[src/rtl/systolic_skew_feeder.sv]
// Edge feeder for an N x N output-stationary systolic array: skews A-column / B-row
// operands diagonally and generates per-anti-diagonal finish pulses plus a tile-done strobe.
module systolic_skew_feeder #(
   parameter int DATA_WIDTH = 8,
   parameter int N          = 4,
   parameter int K_LEN      = 4
) (
   input  logic                    clk,
   input  logic                    rst_n,
   input  logic                    in_valid,
   output logic                    in_ready,
   input  logic [N*DATA_WIDTH-1:0] in_left,
   input  logic [N*DATA_WIDTH-1:0] in_up,
   input  logic                    flush,
   output logic [N*DATA_WIDTH-1:0] o_left,
   output logic [N*DATA_WIDTH-1:0] o_up,
   output logic [2*N-2:0]          o_finish_diag,
   output logic                    o_tile_done,
   output logic                    o_busy
);

   localparam int NDIAG    = 2*N - 1;
   localparam int DONE_LEN = 2*N;
   localparam int VLD_LEN  = (N > 1) ? N - 1 : 1;
   localparam int KW       = (K_LEN > 1) ? $clog2(K_LEN) : 1;

   logic                    flush_pend_q, flush_pend_d;
   logic                    tile_open_q, tile_open_d;
   logic [KW-1:0]           k_cnt_q, k_cnt_d;
   logic [NDIAG-1:0]        fin_q, fin_d;
   logic [DONE_LEN-1:0]     done_q, done_d;
   logic [VLD_LEN-1:0]      vld_q, vld_d;
   logic                    busy_q, busy_d;

   logic [N*DATA_WIDTH-1:0] item_left_s;
   logic [N*DATA_WIDTH-1:0] item_up_s;
   logic                    item_fin_s;
   logic                    item_vld_s;
   logic                    closing_s;

   assign in_ready = rst_n & ~flush_pend_q;

   // Issue slot: a pending flush beat wins over an offered beat, otherwise a bubble.
   always_comb begin
      item_left_s  = '0;
      item_up_s    = '0;
      item_fin_s   = 1'b0;
      item_vld_s   = 1'b0;
      closing_s    = 1'b0;
      flush_pend_d = flush_pend_q;
      tile_open_d  = tile_open_q;
      k_cnt_d      = k_cnt_q;
      if (flush_pend_q) begin
         item_fin_s   = 1'b1;
         closing_s    = tile_open_q;
         k_cnt_d      = '0;
         flush_pend_d = 1'b0;
         tile_open_d  = 1'b0;
      end else begin
         if (in_valid) begin
            item_left_s = in_left;
            item_up_s   = in_up;
            item_vld_s  = 1'b1;
            item_fin_s  = (k_cnt_q == '0);
            closing_s   = (k_cnt_q == '0) & tile_open_q;
            k_cnt_d     = (k_cnt_q == KW'(K_LEN - 1)) ? '0 : k_cnt_q + 1'b1;
            tile_open_d = 1'b1;
         end else begin
            k_cnt_d = k_cnt_q;
         end
         flush_pend_d = flush;
      end
   end

   // Finish, tile-done and beat-presence shift chains; busy looks at the next state.
   always_comb begin
      fin_d[0] = item_fin_s;
      for (int d = 1; d < NDIAG; d++) begin
         fin_d[d] = fin_q[d-1];
      end
      done_d[0] = closing_s;
      for (int d = 1; d < DONE_LEN; d++) begin
         done_d[d] = done_q[d-1];
      end
      vld_d[0] = item_vld_s;
      for (int s = 1; s < VLD_LEN; s++) begin
         vld_d[s] = vld_q[s-1];
      end
      busy_d = item_vld_s | (|vld_q) | (|fin_d) | (|done_d) | flush_pend_d;
   end

   // Control state and timing chains.
   always_ff @(posedge clk) begin
      if (!rst_n) begin
         flush_pend_q <= 1'b0;
         tile_open_q  <= 1'b0;
         k_cnt_q      <= '0;
         fin_q        <= '0;
         done_q       <= '0;
         vld_q        <= '0;
         busy_q       <= 1'b0;
      end else begin
         flush_pend_q <= flush_pend_d;
         tile_open_q  <= tile_open_d;
         k_cnt_q      <= k_cnt_d;
         fin_q        <= fin_d;
         done_q       <= done_d;
         vld_q        <= vld_d;
         busy_q       <= busy_d;
      end
   end

   assign o_finish_diag = fin_q;
   assign o_tile_done   = done_q[DONE_LEN-1];
   assign o_busy        = busy_q;

   // Lane i carries i+1 register stages so lane i lags lane 0 by exactly i cycles.
   for (genvar i = 0; i < N; i++) begin : g_lane
      logic [DATA_WIDTH-1:0] left_q [i+1];
      logic [DATA_WIDTH-1:0] left_d [i+1];
      logic [DATA_WIDTH-1:0] up_q   [i+1];
      logic [DATA_WIDTH-1:0] up_d   [i+1];

      // Shift the lane one stage per cycle.
      always_comb begin
         left_d[0] = item_left_s[i*DATA_WIDTH +: DATA_WIDTH];
         up_d[0]   = item_up_s[i*DATA_WIDTH +: DATA_WIDTH];
         for (int s = 1; s <= i; s++) begin
            left_d[s] = left_q[s-1];
            up_d[s]   = up_q[s-1];
         end
      end

      // Lane stage registers.
      always_ff @(posedge clk) begin
         if (!rst_n) begin
            for (int s = 0; s <= i; s++) begin
               left_q[s] <= '0;
               up_q[s]   <= '0;
            end
         end else begin
            left_q <= left_d;
            up_q   <= up_d;
         end
      end

      assign o_left[i*DATA_WIDTH +: DATA_WIDTH] = left_q[i];
      assign o_up[i*DATA_WIDTH +: DATA_WIDTH]   = up_q[i];
   end

endmodule

[config.mk]
export PLATFORM = sky130hd
export DESIGN_NAME = systolic_skew_feeder
export DESIGN_NICKNAME = d
export VERILOG_FILES = /design/src/rtl/systolic_skew_feeder.sv
export SDC_FILE = /design/constraint.sdc
export NUM_CORES = 1
export LEC_CHECK = 0
export CORE_ASPECT_RATIO = 0.7
export CORE_MARGIN = 2
export CORE_UTILIZATION = 46
export CTS_CLUSTER_DIAMETER = 200
export DETAILED_ROUTE_END_ITERATION = 7
export MAX_ROUTING_LAYER = met4
export PLACE_DENSITY = 0.77
export SLEW_MARGIN = 20
export SYNTH_ARGS = -nofsm -noshare
export SYNTH_HDL_FRONTEND = slang
export SYNTH_SLANG_ARGS = --single-unit
[constraint.sdc]
create_clock -name clk -period 1.4 [get_ports clk]
set_clock_uncertainty 0.05 [all_clocks]
set_input_delay 0.28 -clock clk [delete_from_list [all_inputs] [get_ports clk]]
set_output_delay 0.28 -clock clk [all_outputs]
set_load 0.02 [all_outputs]
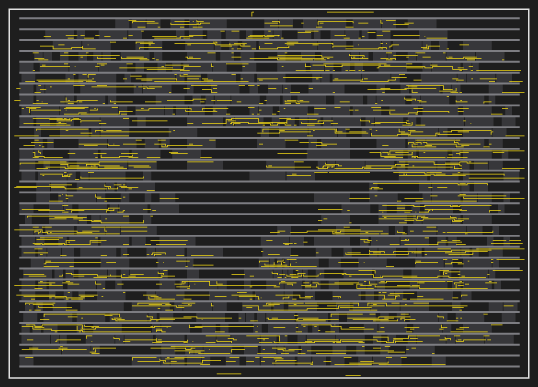
(run_1/met1.png)
(4 px per um) Supply wires on this layer in grey.
wire length on this layer: 4180 um
main direction: horizontal
longest straight run: 33.6 um
share of all routed wire: 46%
nets with wire on the layer: 556

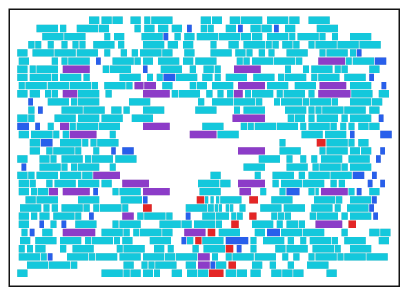
(run_1/drive_strength.png)
(3 px per um)
| colour | size | cells | share | most used |
|---|---|---|---|---|
| red | drive 3 to 4 | 12 | 2.1% | buf_4 |
| purple | drive 6 and up | 31 | 5.5% | clkbuf_16 |
| cyan | drive 1 or less | 475 | 84% | dfxtp_1 |
| blue | drive 2 | 46 | 8.2% | clkbuf_2 |

==> COMMIT_EDITMSG, run 1 <==
Log flow metrics for this revision

- Dividing the final minimum period by the clock period gives between 90 and 100%.
- Total CTS buffers: 17
- Hold Vio Cnt, Final: 0
- Overflow after GRT: 0
* Fraction of the yosys area taken by sequential cells: between 70% and 80%
- Number of nets at the end of the flow: between 600 and 700
* Hold slack: between 200 and 250 ps
* Final cell area excluding filler cells: roughly 7000 sq um
* Logic gate fraction of the total cell area: 17.76%
- The leakage component of the power was reported as about 0.0032 uW.
- Synthesized-area fraction occupied by and/or/nand/nor cells: 23.49%
- Number of synthesized flops with an enable pin: 0
- The slew check shows that the tightest pin keeps a relative margin of about 74%.
- Looking at the reg2reg group, the worst path ends at o_busy.
- The library cells used most frequently in the layout, excluding fill and tap cells, are 182 x sky130_fd_sc_hd__dfxtp_1, 114 x sky130_fd_sc_hd__and2_1, 65 x sky130_fd_sc_hd__clkdlybuf4s50_1.
* Cell at the slowest stage of the critical path: sky130_fd_sc_hd__dfxtp_2
- Multi-input gate area: roughly 1300 sq um
- Across the whole layout, storage elements account for between 3000 and 4000 sq um.
* Class of the worst hold path: input port to flop
* Most area-hungry cell class in the final design: registers
* Top cell excl fill/tap: sky130_fd_sc_hd__dfxtp_1
- Summing internal, switching and leakage power gives 10920 uW.
- Result of the run: completed
* Start of the worst register-to-register path: flush_pend_q
* Portion of synthesized cell area occupied by the leading cell type: 72.26%
- The critical path contains buffers and inverters numbering 2 combined.
- The run reported a max-capacitance violation count of 0.
- The iteration count recorded for the first detailed-route pass is 4.
* Power dissipated in combinational cells: between 500 and 600 uW
- STA puts the critical path data required time at about 1100 ps.
- Of all nets on the critical path, the largest fanout is 2.
* Number of standard cells reported by yosys: ~400
- Registers are responsible for approximately 49% of the overall power.
* Vias in the first global route: approximately 3100
* Vert. Die Dim: about 92 um
- Looking at the clock tree report, the root buffer type is sky130_fd_sc_hd__clkbuf_16.
- Top power group: registers
- The routed design has approximately 9100 um of wire.
* Die Size: about 12000 sq um
- Cell Chain, Critical Path: nand2b_4, inv_4, buf_6
- Post-cts hold-fix buffer tally: 0
* Net count entering floorplan: about 480
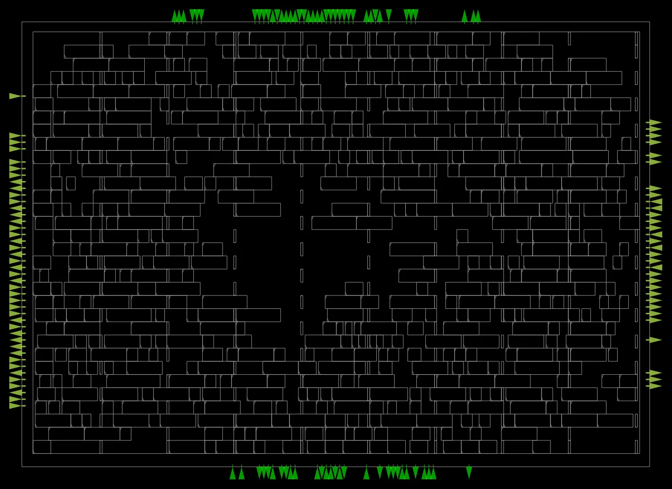
(run_1/final_placement.png)
count of sequential standard cells: 183
sequential share of cell area: 51.76%
Well Taps: 153
non-filler cells, final: 717
Core Footprint: 10890 sq um

run 1: routing by layer:
metal / GRT usage, % / vias to the layer above / share of wire (%)
met5: - / - / 0
met4: 6.452 / 0 / 1.2
met3: 6.418 / 11 / 6.6
met2: 25.00 / 88 / 46
met1: 21.01 / 1425 / 46
li1: - / 1586 / -
run 1: sequential cells by signal, summed over array words and instances (netlist names):
register	cells
vld_q	3
g_lane.left_d	48
o_up	24
o_left	24
flush_pend_q	1
done_q	8
k_cnt_q	2
tile_open_q	1
g_lane.up_d	48
g_lane.left_q	8
o_finish_diag	7
o_busy	1
g_lane.up_q	8
run 1: stage by stage:
step	setup TNS, ps	std cells
detailed placement	-197.7	684
floorplan	0	408
global placement	-171.5	684
finish	0	717
global route	-23.40	717
CTS	0	716
## Run 2: what changed since run 1
ABC_AREA = 1   (was not set)
CORE_UTILIZATION = 48   (was 46)
PLACE_DENSITY = 0.78   (was 0.77)
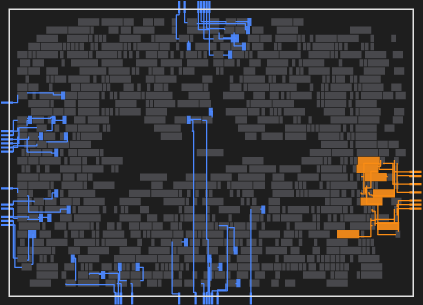
(run_2/port_nets.png)
(3 px per um)
| colour | port | bits | direction | edge | end cells | buffers | wire |
|---|---|---|---|---|---|---|---|
| blue | `in_left` | 32 | input | 13 left, 12 bottom, 7 top | 32 | 32 | 662 um |
| orange | `o_finish_diag` | 7 | output | right | 7 | 7 | 196 um |

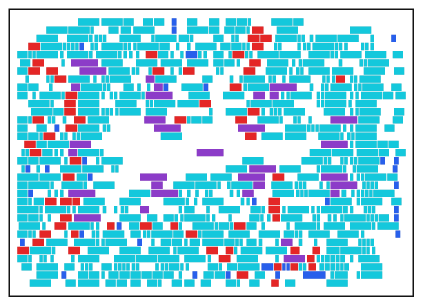
(run_2/drive_strength.png)
(3 px per um)
| colour | size | cells | share |
|---|---|---|---|
| cyan | drive 1 or less | 630 | 83% |
| purple | drive 6 and up | 32 | 4.2% |
| red | drive 3 to 4 | 63 | 8.3% |
| blue | drive 2 | 34 | 4.5% |
final cell area excluding filler cells: 7706 sq um
layout overhead on the synthesized area: 35.33%
count of buffers not belonging to the clock network in the layout: 154
setup ws final: -65.32 ps

==> run 2 against run 1 <==
  * The run now ends with negative setup slack left
  * Synthesized cell count increased by 45%
  * Final cell count increased by 28%
  * Worst setup slack got worse by 91 ps
  * Core utilization increased by 1.2 points
  * Critical path type unchanged
  * Sequential share of layout area decreased by 4.2 points
  * Largest power group unchanged
==> COMMIT_EDITMSG, run 2 <==
Log flow metrics for this revision

- Portion of synthesized cell area occupied by the leading cell type: 64.34%
- Reg-to-reg setup timing slack: roughly 140 ps
- The net count of the finished layout is between 800 and 900.
- Synthesis produced a netlist with a net count of about 660.
* Vert. Die Dim: between 90 and 100 um
- Fraction of the yosys area taken by sequential cells: approximately 64%
- For this design, the sink count on the clock tree is 183.
- On met1, the global router reports a usage of about 16%.
- Looking at the critical path, the highest net fanout was 2.
- The first global-routing pass estimated ~15000 um of wire.
- Post-CTS timing repair inserted 0 buffers for setup.
* Number of gates given a new drive strength after cts: approximately 120
- Per the detail_route log, met3 wirelength is just over 400 um.
- Per the placement report, the placed cell count is around 880.
- Hold Vio Cnt, Final: 0
- At the end of the flow the core is filled with cells to 66.18%.
- The critical path contains buffers and inverters numbering 2 combined.
* Overflow after GRT: 0
- The launch point of the worst register-to-register path is recorded as flush_pend_q.
* Filler Cells Inserted: about 940
- Area of the mapped netlist: approximately 5700 sq um
- Number of synthesized flops with an enable pin: 0
- Final wirelength: about 8900 um
* Vias in the first global route: roughly 3400
* Fraction of synthesis flops using an asynchronous set or reset pin: 0%
* Post-Route Setup TNS: -65.32 ps
- Chip area in the Yosys report: about 5700 sq um
* Most heavily used metal layer in global routing: met2
- Fraction of final layout cells sized beyond drive strength 1: 17.00%
- Met1 routed wirelength after detailed routing: 3604 um
- CTS placed an instance of sky130_fd_sc_hd__clkbuf_16 at the clock tree root.
- The most critical setup path has its endpoint at in_ready.
- Routed wire per std cell: between 9 and 10 um
- For reference, the post-synthesis area per instance comes to a little under 10 sq um.
- The flow ran to the end, but the final reports show violations.
- Ys flop type: sky130_fd_sc_hd__dfxtp_1
* Number of cells on the critical path: 3
* Non-filler cells, final: between 900 and 1000
- Cell Chain, Critical Path: or2_4, inv_2, buf_6
* CTS tree: done
* Hold slack: around 170 ps
- Pre-CTS setup slack: -219.7 ps
* Overall power of the completed layout: about 11000 uW
- Most frequently placed logic cells in the final layout: 182 x sky130_fd_sc_hd__inv_1, 182 x sky130_fd_sc_hd__dfxtp_1, 116 x sky130_fd_sc_hd__nand2_1
- Standard-cell row count: 33
- Clock-pin slew on the worst setup and hold paths: 70 ps
* Initial antenna violation count: 1
- Leak Pwr: about 0.0042 uW
* Reg-to-reg endpoint: g_lane[3].left_d[20]
- The max-slew check reports its worst relative slack as 30.27%.
* Cell at the slowest stage of the critical path: sky130_fd_sc_hd__dfxtp_2
* Global routing usage on met2: between 20 and 30%
* 1st-pass router iterations: 4
- Across the run, the number of max-cap violations was 0.
* Met2 routed wirelength: 4791 um
- Multi-input gate area: approximately 1200 sq um
- Start-to-end type of the worst setup path: flop to output port
- Counting the warning lines in the Yosys log gives 0.
- Violations in the final reports: negative setup slack
- Die Size: 12760 sq um
- After clock tree synthesis, the flow added hold-fix buffers numbering 0.
- The OpenROAD report gives the critical path a required time of approximately 1100 ps.
* Maximum clock path buffer count: 2
* Sequential Area: between 3000 and 4000 sq um
- Per the Yosys statistics, synthesis produced just under 600 cells.
* Cell with the most instances after synthesis: sky130_fd_sc_hd__dfxtp_1
- For this block, the via count after detailed routing is around 3600.
* Setup ws final: -65.32 ps
- Met3 Track Usage GR: under 10%
- The region available for standard cell placement spans 11640 sq um.
- Number of warnings in the stage logs: 31
- Endpoints with negative setup slack in the final report add up to 1.
- Placer's final routability congestion estimate: a little under 0.8
* Top routing layer used: met4
- The worst path uses 104.7% of the clock period.
* Class of the worst hold path: input port to flop
* Total CTS buffers: 17
run 2: report_power, final:
group / switching (uW) / internal, uW
logic: 370 / 343
registers: 43.6 / 5350
clock network: 2050 / 2350
total: 2460 / 8050
run 2: layout make-up:
cell class              count  area share, %
diodes                      1        0.03247
clock buffers              17          5.520
clock inverters            15          1.689
inverters                 184          8.962
multi-input cells         206          15.46
flip-flops and latches    183          47.56
well taps                 157          2.549
repair buffers            154          18.23
run 2: cells by family (layout without fill, tap and decap cells):
family          count (synthesis)  after routing  share of synthesized area, %
simple gates                  199            199                         19.80
other cells                     0              1                             0
fa+ha+maj                       2              2                        0.4394
compound gates                  5              5                        0.4394
buf+inv                       204            370                         14.99
flops                         183            183                         64.34
Power is estimated from default activity; no workload was simulated.
